run_1/floorplan.png
Pins as bars on the die edge.
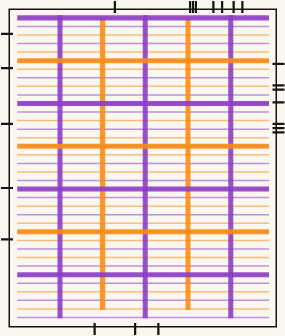
run_1/class_map.png
Bar = 20 µm.
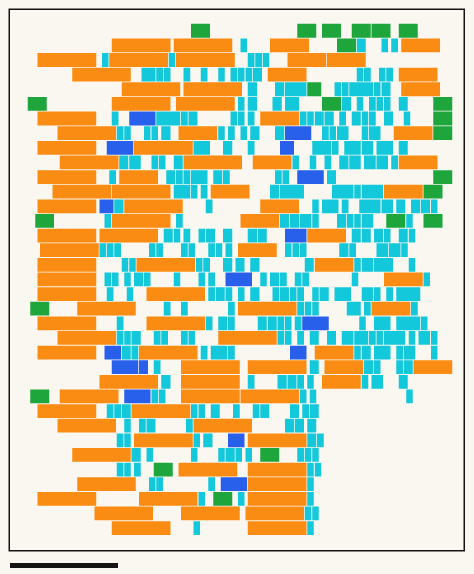
run_1/clock_wires.png
Bar = 20 µm.
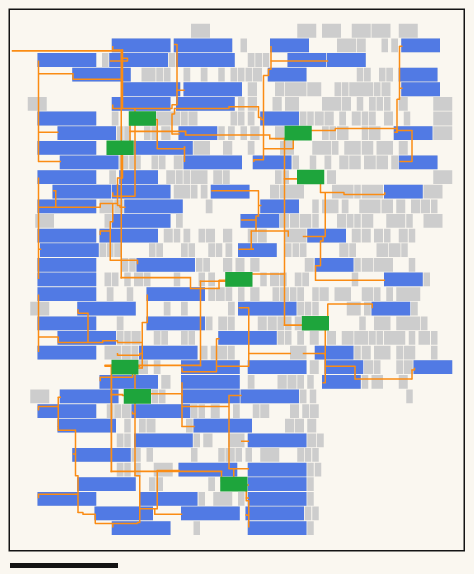
### src/rtl/edge_waveform_gen.sv
// Interval-driven waveform generator: replays queued hold times as dout toggles.
// Each FIFO entry produces exactly one dout edge after its programmed number of cycles.
module edge_waveform_gen #(
    parameter int unsigned DEPTH = 8,
    parameter int unsigned CW    = 8
) (
    input  logic                     clk,
    input  logic                     rst,
    input  logic                     wr_en,
    input  logic [CW-1:0]            wr_interval,
    output logic                     wr_ready,
    input  logic                     start,
    input  logic                     init_level,
    output logic                     dout,
    output logic                     edge_strobe,
    output logic                     busy,
    output logic                     done,
    output logic [$clog2(DEPTH):0]   fifo_count,
    output logic                     ovf
);

    localparam int unsigned AW = $clog2(DEPTH);
    localparam logic [AW:0]    FullCount = (AW+1)'(DEPTH);
    localparam logic [CW-1:0]  CntOne    = CW'(1);
    localparam logic [0:0]     StIdle    = 1'b0;
    localparam logic [0:0]     StCount   = 1'b1;

    logic [CW-1:0] mem_q [DEPTH];
    logic [AW-1:0] wr_ptr_q, rd_ptr_q;
    logic [AW:0]   count_q, count_d;
    logic [0:0]    state_q, state_d;
    logic [CW-1:0] cnt_q, cnt_d;
    logic          dout_q, dout_d;
    logic          strobe_q, strobe_d;
    logic          done_q, done_d;
    logic          ovf_q, ovf_d;
    logic          full, empty, push, pop;
    logic [CW-1:0] head, head_eff;

    assign full     = (count_q == FullCount);
    assign empty    = (count_q == '0);
    assign head     = mem_q[rd_ptr_q];
    // A programmed hold of zero still needs one cycle to produce its edge.
    assign head_eff = (head == '0) ? CntOne : head;

    always_comb begin
        state_d  = state_q;
        cnt_d    = cnt_q;
        dout_d   = dout_q;
        strobe_d = 1'b0;
        done_d   = 1'b0;
        pop      = 1'b0;
        unique case (state_q)
            StIdle: begin
                if (start && !empty) begin
                    state_d = StCount;
                    dout_d  = init_level;
                    cnt_d   = head_eff;
                    pop     = 1'b1;
                end
            end
            StCount: begin
                if (cnt_q > CntOne) begin
                    cnt_d = cnt_q - CntOne;
                end else begin
                    dout_d   = ~dout_q;
                    strobe_d = 1'b1;
                    // Reload decision uses registered occupancy, so a same-cycle push is not bypassed.
                    if (!empty) begin
                        cnt_d = head_eff;
                        pop   = 1'b1;
                    end else begin
                        state_d = StIdle;
                        done_d  = 1'b1;
                        cnt_d   = '0;
                    end
                end
            end
            default: state_d = StIdle;
        endcase
    end

    // A full FIFO still takes a push when the same cycle frees a slot.
    assign push  = wr_en && (!full || pop);
    assign ovf_d = ovf_q | (wr_en && full && !pop);

    always_comb begin
        count_d = count_q;
        unique case ({push, pop})
            2'b10:   count_d = count_q + (AW+1)'(1);
            2'b01:   count_d = count_q - (AW+1)'(1);
            default: count_d = count_q;
        endcase
    end

    always_ff @(posedge clk) begin
        if (push && !rst) begin
            mem_q[wr_ptr_q] <= wr_interval;
        end
    end

    always_ff @(posedge clk) begin
        if (rst) begin
            wr_ptr_q <= '0;
            rd_ptr_q <= '0;
            count_q  <= '0;
            state_q  <= StIdle;
            cnt_q    <= '0;
            dout_q   <= 1'b0;
            strobe_q <= 1'b0;
            done_q   <= 1'b0;
            ovf_q    <= 1'b0;
        end else begin
            if (push) wr_ptr_q <= wr_ptr_q + AW'(1);
            if (pop)  rd_ptr_q <= rd_ptr_q + AW'(1);
            count_q  <= count_d;
            state_q  <= state_d;
            cnt_q    <= cnt_d;
            dout_q   <= dout_d;
            strobe_q <= strobe_d;
            done_q   <= done_d;
            ovf_q    <= ovf_d;
        end
    end

    assign wr_ready    = (count_q != FullCount);
    assign dout        = dout_q;
    assign edge_strobe = strobe_q;
    assign done        = done_q;
    assign busy        = (state_q == StCount);
    assign fifo_count  = count_q;
    assign ovf         = ovf_q;

endmodule
### config.mk
export PLATFORM = sky130hd
export DESIGN_NAME = edge_waveform_gen
export DESIGN_NICKNAME = d
export VERILOG_FILES = /design/src/rtl/edge_waveform_gen.sv
export SDC_FILE = /design/constraint.sdc
export NUM_CORES = 1
export LEC_CHECK = 0
export ABC_AREA = 1
export CORE_ASPECT_RATIO = 1.2
export CORE_MARGIN = 2
export CORE_UTILIZATION = 53
export CTS_CLUSTER_DIAMETER = 150
export DETAILED_ROUTE_END_ITERATION = 10
export PLACE_DENSITY = 0.72
export SLEW_MARGIN = 10
export SYNTH_ARGS = -nofsm -noshare
export SYNTH_HDL_FRONTEND = slang
export SYNTH_SLANG_ARGS = --single-unit
### constraint.sdc
create_clock -name clk -period 6.7 [get_ports clk]
set_clock_uncertainty 0.2 [all_clocks]
set_input_delay 1.005 -clock clk [delete_from_list [all_inputs] [get_ports clk]]
set_output_delay 1.005 -clock clk [all_outputs]
set_load 0.02 [all_outputs]
==> impl_metrics.py, run 1 <==
# Synthesis and PnR figures
metrics = {
    "layout": {
        "final_cell_mix": "111 x nand2_1, 64 x edfxtp_1, 63 x inv_1",
        "utilization": 0.595,
        "inv_count": 69,
        "seq_area_um2": 2440,
        "regMostFlops": "mem_q",
        "largestClassByArea": "flip-flops and latches",
        "largest_reg_flops": 64,
        "drive_gt1_frac": 0.0839,
        "comb_area_um2": 1310,
        "logic_gates": 267,
        "layoutNonFillerInstCount": 557,
        "sh_comb_area": 0.288,
        "clk_share": 0.0400,
        "flops": 90,
        "fill_cells": 674,
    },
    "synth": {
        "ys_warn_count": 0,
        "synth_seq_share": 0.595,
        "netlist.area_leader.share": 0.468,
        "avgSynthCellArea_um2": 9.31,
        "synthFlopType": "edfxtp_1",
        "async_flop_share": 0,
        "yosysChipArea_um2": 4110,
        "syn_nets": 459,
        "yosys_cells": 441,
        "synthCells": 441,
    },
    "clock_tree": {
        "h-tree-depth": 3,
        "cts-root-buf": "clkbuf_8",
        "cts_tree": "built",
        "ctsResizeCount": 0,
        "clk_pin_slew_worst_paths_ns": 0.10,
        "postCtsHoldBufs": 0,
        "post_cts_buffers": 0,
    },
    "global_routing": {
        "top_usage_layer": "met2",
        "met2_usage": 0.379,
        "grt_start_max_net_pins": 35,
        "grt_util_met1": 0.251,
        "grt_pass1_wl_um": 14000,
        "first_global_vias": 2969,
    },
    "critical_path": {
        "cp_data_required_time_ns": 6.51,
        "crit_type": "in -> reg",
        "path_cells": "clkdlybuf4s50_1 -> inv_1 -> nand3_1 -> nor2_1",
        "slowest_stage": "clkdlybuf4s50_1",
        "startpoint_type": "primary input",
        "arrival_ns": 3.00,
        "reg2reg_slack_ns": 3.94,
        "crit_buf_inv": 2,
        "crit_family": "buffers and inverters",
    },
    "placement": {
        "gp_congestion": 0.859,
        "hpwl_um": 5880,
        "dpl_worst_slack_ns": 3.12,
        "dpl_cell_area_um2": 4350,
    },
    "final_timing": {
        "tightest_slew_ns": 0.755,
        "rsz0062_at_grt": "no",
        "relSlewSlack": 0.495,
        "finalSetupViolCount": 0,
        "fmax_mhz": 313,
        "holdWs_ns": 0.293,
        "drv_slew": 0,
        "hold_viol_final": 0,
        "fin_crit_sh": 0.476,
        "fin_crit_ns": 3.19,
    },
    "power_and_ir_drop": {
        "ir_worst_vdd_mv": 0.223,
        "power_density_nw_per_um2": 370,
        "seqPwrFrac": 0.422,
        "p_leak_uw": 0.00190,
        "power_switching_uw": 669,
    },
    "die": {
        "dieHeight_um": 100,
        "fp_util": 0.539,
        "rows": 35,
        "io_pins": 23,
    },
    "drt": {
        "vias": 2924,
        "drc": 0,
        "drt-total-wl_um": 8500,
        "dr.max_layer_used": "met4",
        "wl_met1_um": 3490,
        "initialDrtViolationCount": 137,
        "met3_wirelength_um": 456,
    },
    "run_status": {
        "outcome": "complete, no violations",
    },
    "hold_path": {
        "hp-class": "reg -> reg",
    },
}
Back to the opening pictures, floorplan.png:
[VSS] purple
[VDD] orange
signal pins: 23
met5 straps: 7

Back to the opening pictures, class_map.png:
[remaining logic cells] cyan | cells: 336 | share of their area: 35%
[registers] orange | cells: 90 | share of their area: 55%
[remaining buffers and delay cells] green | cells: 23 | share of their area: 5.2%
[clock drivers and dummy loads] blue | cells: 16 | share of their area: 4.1%
Seq area share: 0.539
post-route cell area: 4530 µm²
core area: 7620 µm²

Back to the opening pictures, clock_wires.png:
[clock wires] orange | length: 1000 µm
[clock-net drivers] green | count: 9
[flip-flops] blue | count: 90
routed clock nets: 10
flops lie: widely spread
Clock Power Share: 0.206
clock network power: 346 µW
Clock Latency Late Sink: 0.37 ns

## run 1: path summary, 6_finish.rpt
kind,from,depth (start not counted),end
setup reg to reg,cnt_q[0],12,mem_q[3][0]
hold reg to reg,ovf,1,ovf
setup / recovery,rst,4,mem_q[7][1]
hold / removal,ovf,1,ovf
## run 1: cells by family (layout without fill, tap and decap cells)
family                   Yosys count  after routing  synth area share
AND/OR/NAND/NOR                  210            210             0.227
flip-flops                        90             90             0.595
buffers and inverters             84            108            0.0868
AND-OR/OR-AND                     47             47            0.0652
adder cells (fa/ha/maj)            5              5            0.0152
XOR/XNOR                           5              5            0.0107
## run 1: power by group through the flow
stage	logic (µW)	clock network [µW]	registers, µW
floorplan	485	0	716
global placement	612	0	719
detailed placement	624	0	721
CTS	627	351	709
global route	711	373	715
finish	623	346	708
==> run 2, diff against run 1 <==
- clock period: 6.7 -> 3 ns (I/O delays scaled with it)
==> run 2 against run 1 <==
  * Worst setup slack worse by 2.9 ns
  * Synthesized cell count unchanged
  * Sequential share of layout area decreased by 0.91 points
  * Wire length down 1.0%
  * Cell area is 1.7% higher
  * Global-route usage is 0.37 points lower
  * Critical path type is now reg -> out
  * Largest cell class unchanged
  * Highest routed layer unchanged
==> impl_metrics.py, run 2 <==
# Synthesis and PnR figures
metrics = {
    "run_status": {
        "outcome": "complete, no violations",
    },
    "synth": {
        "ys_sh_simple": 0.227,
        "yosys_cells": 441,
        "ys_sh_xor": 0.0107,
        "synth_seq_share": 0.595,
        "synthFlopType": "edfxtp_1",
        "netlist.area_leader.share": 0.468,
        "topCombFamilyByArea": "simple AND/OR/NAND/NOR gates",
        "ys_warn_count": 0,
        "yosysChipArea_um2": 4110,
        "synthCells": 441,
        "avgSynthCellArea_um2": 9.31,
    },
    "layout": {
        "regMostFlops": "mem_q",
        "sh_seq_area": 0.530,
        "comb_area_um2": 1310,
        "seq_area_um2": 2440,
        "clk_share": 0.0383,
        "utilization": 0.605,
        "logic_gates": 267,
        "flops": 90,
        "fill_cells": 687,
        "layoutNonFillerInstCount": 568,
        "largestClassByArea": "flip-flops and latches",
    },
    "global_routing": {
        "grt_pass1_wl_um": 13900,
        "first_global_vias": 2941,
        "grt_start_max_net_pins": 34,
    },
    "clock_tree": {
        "postCtsHoldBufs": 0,
        "post_cts_buffers": 0,
        "cts_tree": "built",
        "h-tree-depth": 3,
    },
    "drt": {
        "met3_wirelength_um": 363,
        "dr.max_layer_used": "met4",
        "vias": 2963,
        "drc": 0,
        "initialDrtViolationCount": 192,
        "drt-total-wl_um": 8410,
        "wl_met1_um": 3570,
    },
    "placement": {
        "hpwl_um": 5950,
        "dpl_worst_slack_ns": 0.606,
    },
    "critical_path": {
        "rr_worst_depth": 12,
        "startpoint_type": "register",
        "reg2reg_from": "cnt_q[0]",
        "r2r-end": "mem_q[4][5]",
        "startpoint": "fifo_count[2]",
        "worstSetupEndpoint": "wr_ready",
    },
    "die": {
        "fp_util": 0.539,
        "core_um2": 7620,
        "rows": 35,
        "io_pins": 23,
    },
    "hold_path": {
        "hp-start": "ovf",
        "holdPathEnd": "ovf",
    },
    "final_timing": {
        "fin_crit_sh": 0.807,
        "fmax_mhz": 413,
        "relSlewSlack": 0.665,
        "fin_crit_ns": 2.42,
        "drv_slew": 0,
        "hold_viol_final": 0,
        "holdWs_ns": 0.281,
    },
    "power_and_ir_drop": {
        "power_density_nw_per_um2": 811,
    },
}
-- run 2: cell types whose count changed in the layout (fill, tap and decap cells not counted), sizes merged --
cell / previous run / this run
buf: 1 / 12
inv: 72 / 70
clkbuf: 9 / 10
clkinvlp: 2 / 3
-- run 2: worst max-delay path, cell delays in order (launching register included) --
cell	delay (ns)
dfxtp_1	0.45
inv_1	0.11
nand2_1	0.10
inv_1	0.06
nand2_1	0.09
clkdlybuf4s50_1	0.61
-- run 2: report_power, final --
part / total, µW / internal, µW / switching (µW)
logic: 1420 / 498 / 925
registers: 1560 / 1450 / 108
clock network: 755 / 309 / 447
-- run 2: layer usage --
metal	vias up	global-route usage
li1	1504	-
met1	1377	0.261
met2	66	0.377
met3	16	0.0428
met4	0	0.0659
met5	-	0
run_2/floorplan.png
Pins as bars on the die edge.
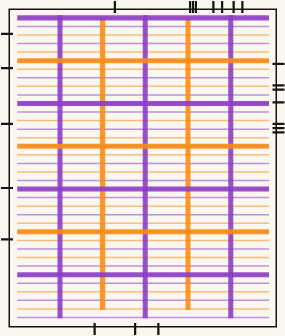
[VDD] orange
[VSS] purple
rows: 35
met4 straps: 5
signal pins: 23
met5 straps: 7
Die W: 84.4 µm
Worst IR Drop VDD: 0.556 mV
Die Span Y: 100 µm

run_2/class_map.png
Bar = 20 µm.
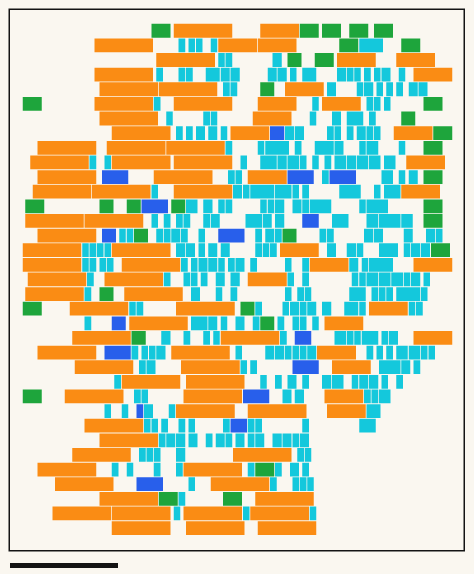
[clock drivers and dummy loads] blue | cells: 16 | share of their area: 3.9%
[remaining buffers and delay cells] green | cells: 34 | share of their area: 6.9%
[remaining logic cells] cyan | cells: 336 | share of their area: 35%
[registers] orange | cells: 90 | share of their area: 54%

Power figures rest on the tool's default switching activity, not on a simulated workload.
